<file path="config.mk">
export PLATFORM = sky130hd
export DESIGN_NAME = piso_sched
export DESIGN_NICKNAME = d
export VERILOG_FILES = /design/src/rtl/piso_pkg.sv /design/src/rtl/piso_shreg.sv /design/src/rtl/piso_sched.sv
export SDC_FILE = /design/constraint.sdc
export NUM_CORES = 1
export LEC_CHECK = 0
export CORE_AREA = 2 2 39 41
export CTS_BUF_LIST = sky130_fd_sc_hd__clkbuf_8
export DETAILED_ROUTE_END_ITERATION = 10
export DIE_AREA = 0 0 41 43
export PLACE_DENSITY = 0.79
export SLEW_MARGIN = 20
export SYNTH_ARGS = -nofsm -noshare
export SYNTH_HDL_FRONTEND = slang
export SYNTH_SLANG_ARGS = --single-unit
export TNS_END_PERCENT = 50
</file>
<file path="constraint.sdc">
create_clock -name clk -period 2.49 [get_ports clk]
set_input_delay 0.498 -clock clk [delete_from_list [all_inputs] [get_ports clk]]
set_output_delay 0.498 -clock clk [all_outputs]
set_load 0.01 [all_outputs]
</file>
<file path="src/rtl/piso_pkg.sv">
// Shared types and sizing helpers for the parallel-in/serial-out sequencer.
package piso_pkg;

  typedef enum logic [1:0] {
    ST_IDLE  = 2'd0,
    ST_SHIFT = 2'd1,
    ST_GAP   = 2'd2
  } state_t;

  // Counter width for a count of n; never below 1 so a zero-length range still gets a real register.
  function automatic int cnt_w(input int n);
    return (n > 1) ? $clog2(n) : 1;
  endfunction

endpackage

</file>
<file path="src/rtl/piso_shreg.sv">
// Loadable shift register; out_bit always presents the next bit to be emitted.
module piso_shreg #(
  parameter int WIDTH     = 4,
  parameter int MSB_FIRST = 1
) (
  input  logic             clk,
  input  logic             reset,
  input  logic             load,
  input  logic [WIDTH-1:0] load_data,
  input  logic             shift_en,
  output logic             out_bit
);

  logic [WIDTH-1:0] sr;

  always_ff @(posedge clk) begin
    if (reset) begin
      sr <= '0;
    end else if (load) begin
      sr <= load_data;
    end else if (shift_en) begin
      if (MSB_FIRST != 0) sr <= {sr[WIDTH-2:0], 1'b0};
      else                sr <= {1'b0, sr[WIDTH-1:1]};
    end
  end

  assign out_bit = (MSB_FIRST != 0) ? sr[WIDTH-1] : sr[0];

endmodule

</file>
<file path="src/rtl/piso_sched.sv">
// Load/shift sequencer: accepts a word on valid/ready, emits it one bit per bit_tick with framing and guard gap.
module piso_sched
  import piso_pkg::*;
#(
  parameter int WIDTH     = 4,
  parameter int GAP       = 1,
  parameter int MSB_FIRST = 1
) (
  input  logic             clk,
  input  logic             reset,
  input  logic             pi_valid,
  output logic             pi_ready,
  input  logic [WIDTH-1:0] pi_data,
  input  logic             bit_tick,
  output logic             so,
  output logic             so_valid,
  output logic             frame_start,
  output logic             frame_end,
  output logic             busy,
  output state_t           state
);

  localparam int BW = cnt_w(WIDTH);
  localparam int GW = cnt_w(GAP + 1);
  localparam logic [BW-1:0] BIT_LAST = BW'(WIDTH - 1);
  localparam logic [GW-1:0] GAP_LAST = GW'((GAP > 0) ? GAP - 1 : 0);

  // Handshake: a word transfers on any posedge where pi_valid and pi_ready are both high;
  // pi_ready depends only on state, never on pi_valid.
  logic          accept;
  logic          shift_en;
  logic          head;
  logic [BW-1:0] bit_cnt;
  logic [GW-1:0] gap_cnt;

  assign pi_ready = (state == ST_IDLE);
  assign busy     = (state != ST_IDLE);
  assign accept   = pi_valid & pi_ready;
  assign shift_en = (state == ST_SHIFT) & bit_tick;

  piso_shreg #(
    .WIDTH     (WIDTH),
    .MSB_FIRST (MSB_FIRST)
  ) u_shreg (
    .clk       (clk),
    .reset     (reset),
    .load      (accept),
    .load_data (pi_data),
    .shift_en  (shift_en),
    .out_bit   (head)
  );

  always_ff @(posedge clk) begin
    if (reset) begin
      state       <= ST_IDLE;
      so          <= 1'b0;
      so_valid    <= 1'b0;
      frame_start <= 1'b0;
      frame_end   <= 1'b0;
      bit_cnt     <= '0;
      gap_cnt     <= '0;
    end else begin
      so_valid    <= 1'b0;
      frame_start <= 1'b0;
      frame_end   <= 1'b0;
      case (state)
        ST_IDLE: begin
          if (accept) begin
            bit_cnt <= '0;
            state   <= ST_SHIFT;
          end
        end
        ST_SHIFT: begin
          if (bit_tick) begin
            so          <= head;
            so_valid    <= 1'b1;
            frame_start <= (bit_cnt == '0);
            if (bit_cnt == BIT_LAST) begin
              frame_end <= 1'b1;
              bit_cnt   <= '0;
              gap_cnt   <= '0;
              state     <= (GAP > 0) ? ST_GAP : ST_IDLE;
            end else begin
              bit_cnt <= bit_cnt + 1'b1;
            end
          end
        end
        ST_GAP: begin
          // so keeps the last data bit through the guard interval.
          if (bit_tick) begin
            if (gap_cnt == GAP_LAST) begin
              gap_cnt <= '0;
              state   <= ST_IDLE;
            end else begin
              gap_cnt <= gap_cnt + 1'b1;
            end
          end
        end
        default: state <= ST_IDLE;
      endcase
    end
  end

endmodule

</file>
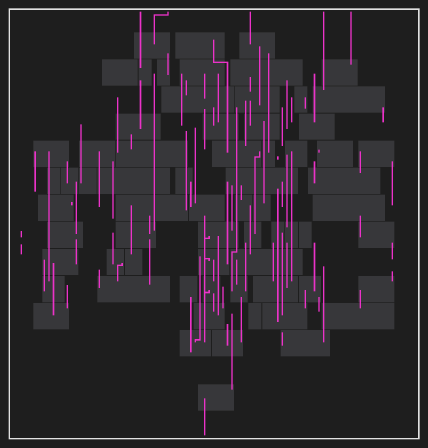
(images/met2.png)
Cells faint in the background.
share of all routed wire: 46%
wire length on this layer: 424 um
main direction: vertical
DR vias: 427
Routed WL: 919 um
met2 Track Usage GR: 0.175

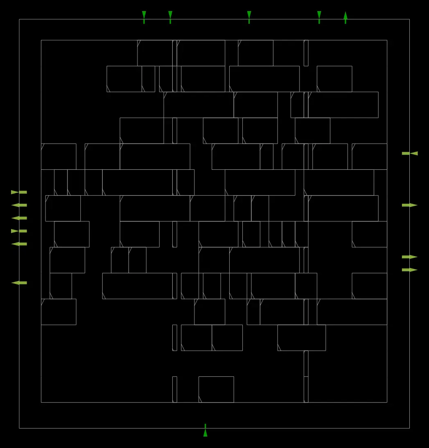
(images/final_placement.png)
final non-filler cell total: 84
seq_cells: 12

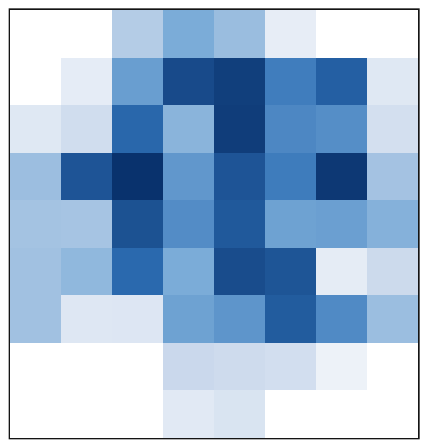
(images/density.png)
8 x 9 tiles, from white (low) to dark blue (high), 0 to 100% covered.
mean over tiles: 40%
fullest tile: 99%
emptiest ninth of the die: bottom left
FP Util: 0.386
Core Util, Final: 0.520
core area: 1380 um2

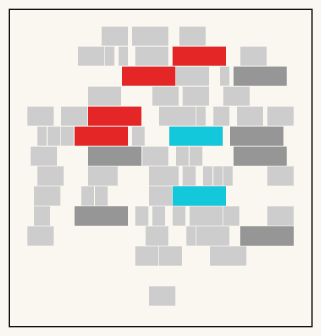
(images/registers.png)
Other sequential cells in the stronger grey, the rest of the logic in the fainter grey.
| signal | colour | flops |
|---|---|---|
| u_shreg.sr | red | 4 |
| bit_cnt | cyan | 2 |
register area: 240 um2
fraction of area in registers: 0.334

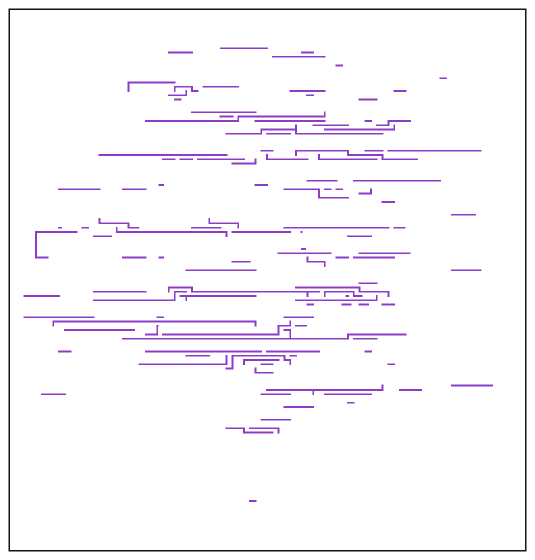
(images/met1.png)
wire length on this layer: 422 um
share of all routed wire: 46%
nets with wire on the layer: 66
longest straight run: 17.9 um
met1 Resource Use GR: 0.162

==> results_slide.txt <==
Flow Results at a Glance

Clock tree
  – Root Buffer: clkbuf_8
  – Cts bufs inserted: 3
  – Clock-pin slew on the worst setup and hold paths: about 50 ps

Synth
  – Leading area contributor after synthesis: dfxtp_1
  – Synth Cell Area: approximately 530 um2
  – Yosys warns: 0
  – Yosys stat chip area: approximately 530 um2
  – Net Count, Synth: roughly 63
  – Synth Seq Share: 0.450
  – Adder share: 0.0468
  – Avg Inst Size Synth: 10.1 um2
  – Post-Syn Instances: roughly 53
  – Most used DFF post-synth: dfxtp_1
  – AO/OA Area Share: 0.117

Detailed routing
  – Via/cell ratio: about 5.1
  – Number of routed nets with antenna violations: 0
  – Pre-antenna DRT Iters: 2
  – DRT met1 WL: between 400 and 500 um

Setup path
  – Required @ worst endpoint: about 2000 ps
  – R2R depth: 3
  – Worst Setup SP: state[0]
  – Crit start category: flip-flop
  – FF-to-FF Start: state[0]
  – Critical R2R Capture: u_shreg.sr[3]
  – Family with the most delay on the worst path: buffers and inverters
  – R2r setup slk: 1280 ps

Status
  – Status: finished clean

Final timing
  – Worst slew pin tran: about 450 ps
  – Final setup fails: 0
  – Final worst slack: 429 ps
  – Relative slew margins: 0.702
  – Hold WS: between 400 and 500 ps
  – Clk_skew: around 3.7 ps

Final layout
  – Clock buf/inv share: 0.0574
  – Multi-input logic area: 256 um2
  – Diode count: 0
  – Fillers: ~130
  – Comb area share: 0.357
  – Most frequent cells in the layout: clkdlybuf4s50_1, dfxtp_1, nor2_1, nand3_1

Global routing
  – Total grt overflow: 0
  – Overall Global Routing Usage: 0.132

Hold path
  – Min-Delay Path Depth: 2

Placed design
  – Worst slack, placed: 678 ps
  – Routability cong.: roughly 0.67

Die
  – FP Rows: 14

Power and ir drop
  – Top pwr grp: sequential cells
Power and IR drop assume default switching activity.
